===== src/rtl/rec_sram_writer_pkg.sv =====
// Shared audio/recorder definitions: SRAM widths, writer FSM states and the
// captured-sample record used by the recorder SRAM writer.
package rec_sram_writer_pkg;

  localparam int SRAM_ADDR_W = 20;
  localparam int SAMPLE_W    = 16;

  typedef enum logic [1:0] {
    S_IDLE  = 2'd0,
    S_SETUP = 2'd1,
    S_WRITE = 2'd2,
    S_HOLD  = 2'd3
  } wr_state_e;

  typedef struct packed {
    logic [SRAM_ADDR_W-1:0] addr;
    logic [SAMPLE_W-1:0]    data;
  } sample_t;

endpackage


===== src/rtl/rec_sram_writer.sv =====
// Recorder SRAM writer: captures each completed sample on an address increment
// and writes it to asynchronous SRAM; optional REC_WRITER_OVF_EN drops on overflow.
module rec_sram_writer
  import rec_sram_writer_pkg::*;
#(
  parameter int WE_CYCLES = 2
) (
  input  logic                   i_clk,
  input  logic                   i_rst_n,
  input  logic                   i_enable,
  input  logic [SRAM_ADDR_W-1:0] i_rec_address,
  input  logic [SAMPLE_W-1:0]    i_rec_data,
  output logic [SRAM_ADDR_W-1:0] o_sram_addr,
  output logic [SAMPLE_W-1:0]    o_sram_dq,
  output logic                   o_dq_oe,
  output logic                   o_sram_we_n,
  output logic                   o_sram_ce_n,
  output logic                   o_sram_oe_n,
  output logic                   o_sram_lb_n,
  output logic                   o_sram_ub_n,
  output logic                   o_busy,
  output logic                   o_overflow
);

  localparam logic [3:0] WE_LAST = 4'(WE_CYCLES - 1);

  wr_state_e              state_q, state_d;
  logic [3:0]             cnt_q, cnt_d;
  logic [SRAM_ADDR_W-1:0] prev_addr_q;
  sample_t                cur_q, cur_d;
  sample_t                pend_q, pend_d;
  logic                   pend_full_q, pend_full_d;
  logic                   ovf_q, ovf_d;
  logic                   we_n_q, ce_n_q, dq_oe_q, busy_q;
  logic                   capture_s;
  sample_t                cap_s;
  logic                   load_pend_s, load_cap_s;

  // The sample just completed belongs to the address the recorder is leaving.
  assign capture_s = i_enable && (i_rec_address == prev_addr_q + 20'd1);
  assign cap_s     = {prev_addr_q, i_rec_data};

  always_comb begin
    state_d     = state_q;
    cnt_d       = cnt_q;
    cur_d       = cur_q;
    pend_d      = pend_q;
    pend_full_d = pend_full_q;
    ovf_d       = ovf_q;
    load_pend_s = 1'b0;
    load_cap_s  = 1'b0;

    case (state_q)
      S_IDLE: begin
        if (pend_full_q) begin
          state_d     = S_SETUP;
          load_pend_s = 1'b1;
        end else if (capture_s) begin
          state_d    = S_SETUP;
          load_cap_s = 1'b1;
        end else begin
          state_d = S_IDLE;
        end
      end
      S_SETUP: begin
        state_d = S_WRITE;
        cnt_d   = 4'd0;
      end
      S_WRITE: begin
        if (cnt_q == WE_LAST) begin
          state_d = S_HOLD;
        end else begin
          cnt_d = cnt_q + 4'd1;
        end
      end
      S_HOLD: begin
        if (pend_full_q) begin
          state_d     = S_SETUP;
          load_pend_s = 1'b1;
        end else begin
          state_d = S_IDLE;
        end
      end
      default: state_d = S_IDLE;
    endcase

    if (load_pend_s) begin
      cur_d       = pend_q;
      pend_full_d = 1'b0;
    end else if (load_cap_s) begin
      cur_d = cap_s;
    end else begin
      cur_d = cur_q;
    end

    // A slot being drained this cycle is free for the new capture.
    if (capture_s && !load_cap_s) begin
      if (!pend_full_q || load_pend_s) begin
        pend_d      = cap_s;
        pend_full_d = 1'b1;
      end else begin
`ifdef REC_WRITER_OVF_EN
        ovf_d = 1'b1;
`else
        pend_d = cap_s;
`endif
      end
    end
  end

  always_ff @(posedge i_clk or negedge i_rst_n) begin
    if (!i_rst_n) begin
      state_q     <= S_IDLE;
      cnt_q       <= 4'd0;
      prev_addr_q <= '0;
      cur_q       <= '0;
      pend_q      <= '0;
      pend_full_q <= 1'b0;
      ovf_q       <= 1'b0;
      we_n_q      <= 1'b1;
      ce_n_q      <= 1'b1;
      dq_oe_q     <= 1'b0;
      busy_q      <= 1'b0;
    end else begin
      state_q     <= state_d;
      cnt_q       <= cnt_d;
      prev_addr_q <= i_rec_address;
      cur_q       <= cur_d;
      pend_q      <= pend_d;
      pend_full_q <= pend_full_d;
      ovf_q       <= ovf_d;
      we_n_q      <= (state_d != S_WRITE);
      ce_n_q      <= (state_d == S_IDLE);
      dq_oe_q     <= (state_d != S_IDLE);
      busy_q      <= (state_d != S_IDLE) || pend_full_d;
    end
  end

  assign o_sram_addr = cur_q.addr;
  assign o_sram_dq   = cur_q.data;
  assign o_dq_oe     = dq_oe_q;
  assign o_sram_we_n = we_n_q;
  assign o_sram_ce_n = ce_n_q;
  assign o_sram_oe_n = 1'b1;
  assign o_sram_lb_n = 1'b0;
  assign o_sram_ub_n = 1'b0;
  assign o_busy      = busy_q;
  assign o_overflow  = ovf_q;

endmodule


===== config.mk =====
export PLATFORM = sky130hd
export DESIGN_NAME = rec_sram_writer
export DESIGN_NICKNAME = d
export VERILOG_FILES = /design/src/rtl/rec_sram_writer_pkg.sv /design/src/rtl/rec_sram_writer.sv
export SDC_FILE = /design/constraint.sdc
export NUM_CORES = 1
export LEC_CHECK = 0
export ABC_AREA = 1
export CORE_MARGIN = 4
export CORE_UTILIZATION = 55
export CTS_BUF_LIST = sky130_fd_sc_hd__clkbuf_4 sky130_fd_sc_hd__clkbuf_8
export CTS_CLUSTER_DIAMETER = 150
export DETAILED_ROUTE_END_ITERATION = 6
export PLACE_DENSITY = 0.82
export RECOVER_POWER = 100
export SYNTH_ARGS = -nofsm -noshare
export SYNTH_HDL_FRONTEND = slang
export SYNTH_SLANG_ARGS = --single-unit

===== constraint.sdc =====
create_clock -name i_clk -period 2.7 [get_ports i_clk]
set_clock_uncertainty 0.1 [all_clocks]
set_input_delay 0.54 -clock i_clk [delete_from_list [all_inputs] [get_ports i_clk]]
set_output_delay 0.54 -clock i_clk [all_outputs]
set_load 0.01 [all_outputs]

**Nets reached from selected ports**

Scale bar: 20 um.
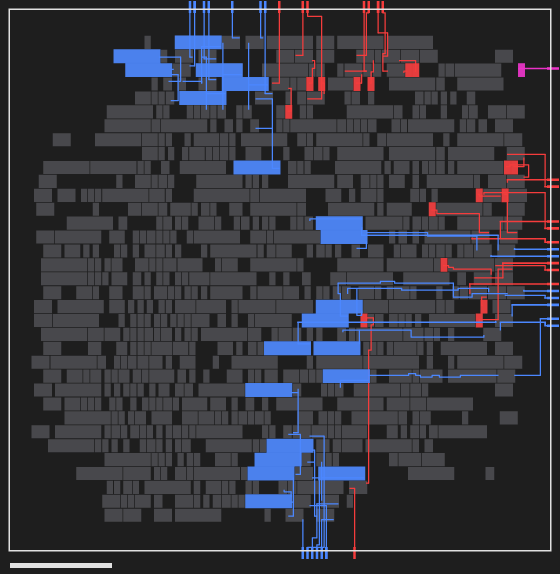
| colour | port | direction | end cells | wire |
|---|---|---|---|---|
| magenta | o_sram_oe_n | output | 1 | 5.90 um |
| blue | o_sram_addr | output | 20 | 663 um |
| red | i_rec_data | input | 16 | 367 um |

==> writeup.txt <==
The worst setup path is captured at a register. Averaged over all synthesized cells, the footprint is 8.14 um^2. The post-synth tally of flip-flops with integrated enable is 0.

The run gives 0.941 for the share of the clock period used by the worst path. The register bit total from synthesis works out to 103. The first global-routing pass estimated 18.7 mm of wire. The tools report the worst flop-to-flop path endpoint as pend_q[22].

Post-synth the commonest register cell is sky130_fd_sc_hd__dfrtp_1. The run finished with clean final reports. The post-cts hold buffer count is 0, and the fraction of synthesized cell area taken by the top area cell type is 0.482. The layout-stage area growth over the synthesis result is 21.6%. The placement stage leaves a total instance area of 6090 um^2. The tools report the floorplan core density as 0.567. The later-pin clock latency in the skew report was 0.38 ns; the residual overflow from global routing was 0. The logs give 5 for the first-pass iteration count of the detailed router and 644 for the instance tally after logic synthesis. The routed layout reports a DRC error count of 0.

With the highest fanout seen on the critical path at 20, the number of vias after detailed routing is 4,409. The worst slack after detailed placement came out at -0.0369 ns. Per STA, the startpoint of the critical path is prev_addr_q[1]. Worst hold path class: primary input to asynchronous set/reset pin.

In this run, CTS created clock tree buffers numbering 9. TritonCTS built the clock tree. After floorplanning, the die was sized to cover 11,200 um^2.

In this run, distinct cell masters in the synthesized netlist total 31. The run gives 4,076 as the number of global-route vias before repair. The warning count from the yosys run is 0.

The most critical setup path has its endpoint at pend_q[22]. For reference, the clock transition at the flip-flops on the worst setup and hold paths is 0.10 ns. Across the run, the number of max-cap violations was 0. The root buffer cell chosen for the clock tree is sky130_fd_sc_hd__clkbuf_8. In this run the number of H-tree levels came out at 3. Port buffer count: 78. The fraction of layout cells with a size suffix above 1 came out at 0.105.

From left edge to right edge, the die measures 106 um. The cell accounting for the most synthesized area is sky130_fd_sc_hd__dfrtp_1. For the headroom to the max-slew limit, the log shows 0.138. Yosys instantiated no cell more often than sky130_fd_sc_hd__nand2_1.
**Placement view**

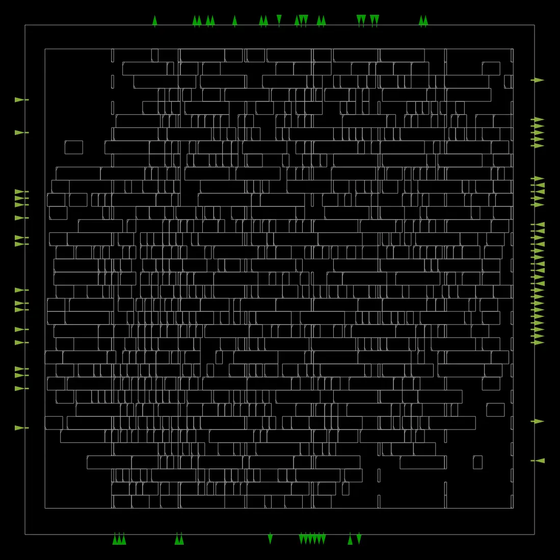
number of sequential cells in the layout: 103
fill cell instance count of the final layout: 706
Tap Cells: 129
standard-cell row count: 35

==> routing by layer <==
| layer | wire (um) | part of all wire |
|---|---|---|
| met1 | 4990 | 0.45 |
| met2 | 5250 | 0.47 |
| met5 | 0 | 0 |
| met3 | 723 | 0.065 |
| met4 | 197 | 0.018 |
==> timing repair <==
action,4_1_cts,5_1_grt
resized,0,6
setup buffers,0,2
endpoints found under the setup margin,0,74
==> worst max-delay path: stages, from the launching register on <==
cell and delay (ns):
sky130_fd_sc_hd__dfrtp_1 0.43, sky130_fd_sc_hd__ha_2 0.24, sky130_fd_sc_hd__nand2_1 0.11, sky130_fd_sc_hd__nor2_4 0.18, sky130_fd_sc_hd__nand4_1 0.21, sky130_fd_sc_hd__nor2_2 0.15, sky130_fd_sc_hd__nor2_1 0.05, sky130_fd_sc_hd__nor2_1 0.09
sky130_fd_sc_hd__nand2_1 0.11, sky130_fd_sc_hd__nor2_4 0.17, sky130_fd_sc_hd__nand3b_1 0.09, sky130_fd_sc_hd__buf_4 0.17, sky130_fd_sc_hd__clkbuf_16 0.20, sky130_fd_sc_hd__nand2_1 0.08, sky130_fd_sc_hd__o21ai_2 0.05
==> placed cells by master, fill, tap and decap left out, drive strengths merged, types with 3 or more instances in the layout <==
master and n:
clkinv 4, xor2 6, conb 4, clkbuf 14, nor2 61, dlygate4sd3 60, nand3 57, buf 8
nand2 199, nand3b 4, xnor2 10, o21bai 3, a21oi 42, clkdlybuf4s50 17, inv 74, ha 7
o21ai 39, dfrtp 101, nand4 6
==> where the power goes <==
group	internal, uW	switching (uW)
combinational	234	353
clock	546	578
sequential	1640	61.7
==> metrics by stage <==
stage,total power [uW],util,std cells,hold WS (ns)
after floorplan,2080,-,646,0.144
after global placement,2300,0.659,832,0.365
after detailed placement,2330,0.659,832,0.369
after CTS,3460,0.685,848,0.103
after global routing,3580,0.690,851,0.412
final,3410,0.690,851,0.330
==> cell type report <==
| cell class | count | share of cell area |
|---|---|---|
| tap | 129 | 0.0253 |
| clock inverter | 7 | 0.0183 |
| clock buffer | 9 | 0.0194 |
| sequential | 103 | 0.405 |
| inverter | 73 | 0.0430 |
| timing repair buffer | 90 | 0.143 |
| multi-input combinational | 440 | 0.346 |
==> state kept, by name, indices dropped and copies added, names as in the netlist <==
signal,cells
pend_q,36
o_sram_addr,20
prev_addr_q,20
o_sram_dq,16
cnt_q,4
state_q,2
o_busy,1
o_dq_oe,1
o_sram_ce_n,1
o_sram_we_n,1
pend_full_q,1
==> logic make-up (layout without fill, tap and decap cells) <==
logic type / count (synthesis) / count (layout) / share of synthesized area
AND-OR/OR-AND: 86 / 86 / 0.104
AND/OR/NAND/NOR: 327 / 327 / 0.266
buffers and inverters: 103 / 179 / 0.0922
flip-flops: 103 / 103 / 0.492
adder cells (fa/ha/maj): 7 / 7 / 0.0167
XOR/XNOR: 16 / 16 / 0.0267
other: 2 / 4 / 0.00143
Power is estimated from default activity; no workload was simulated.
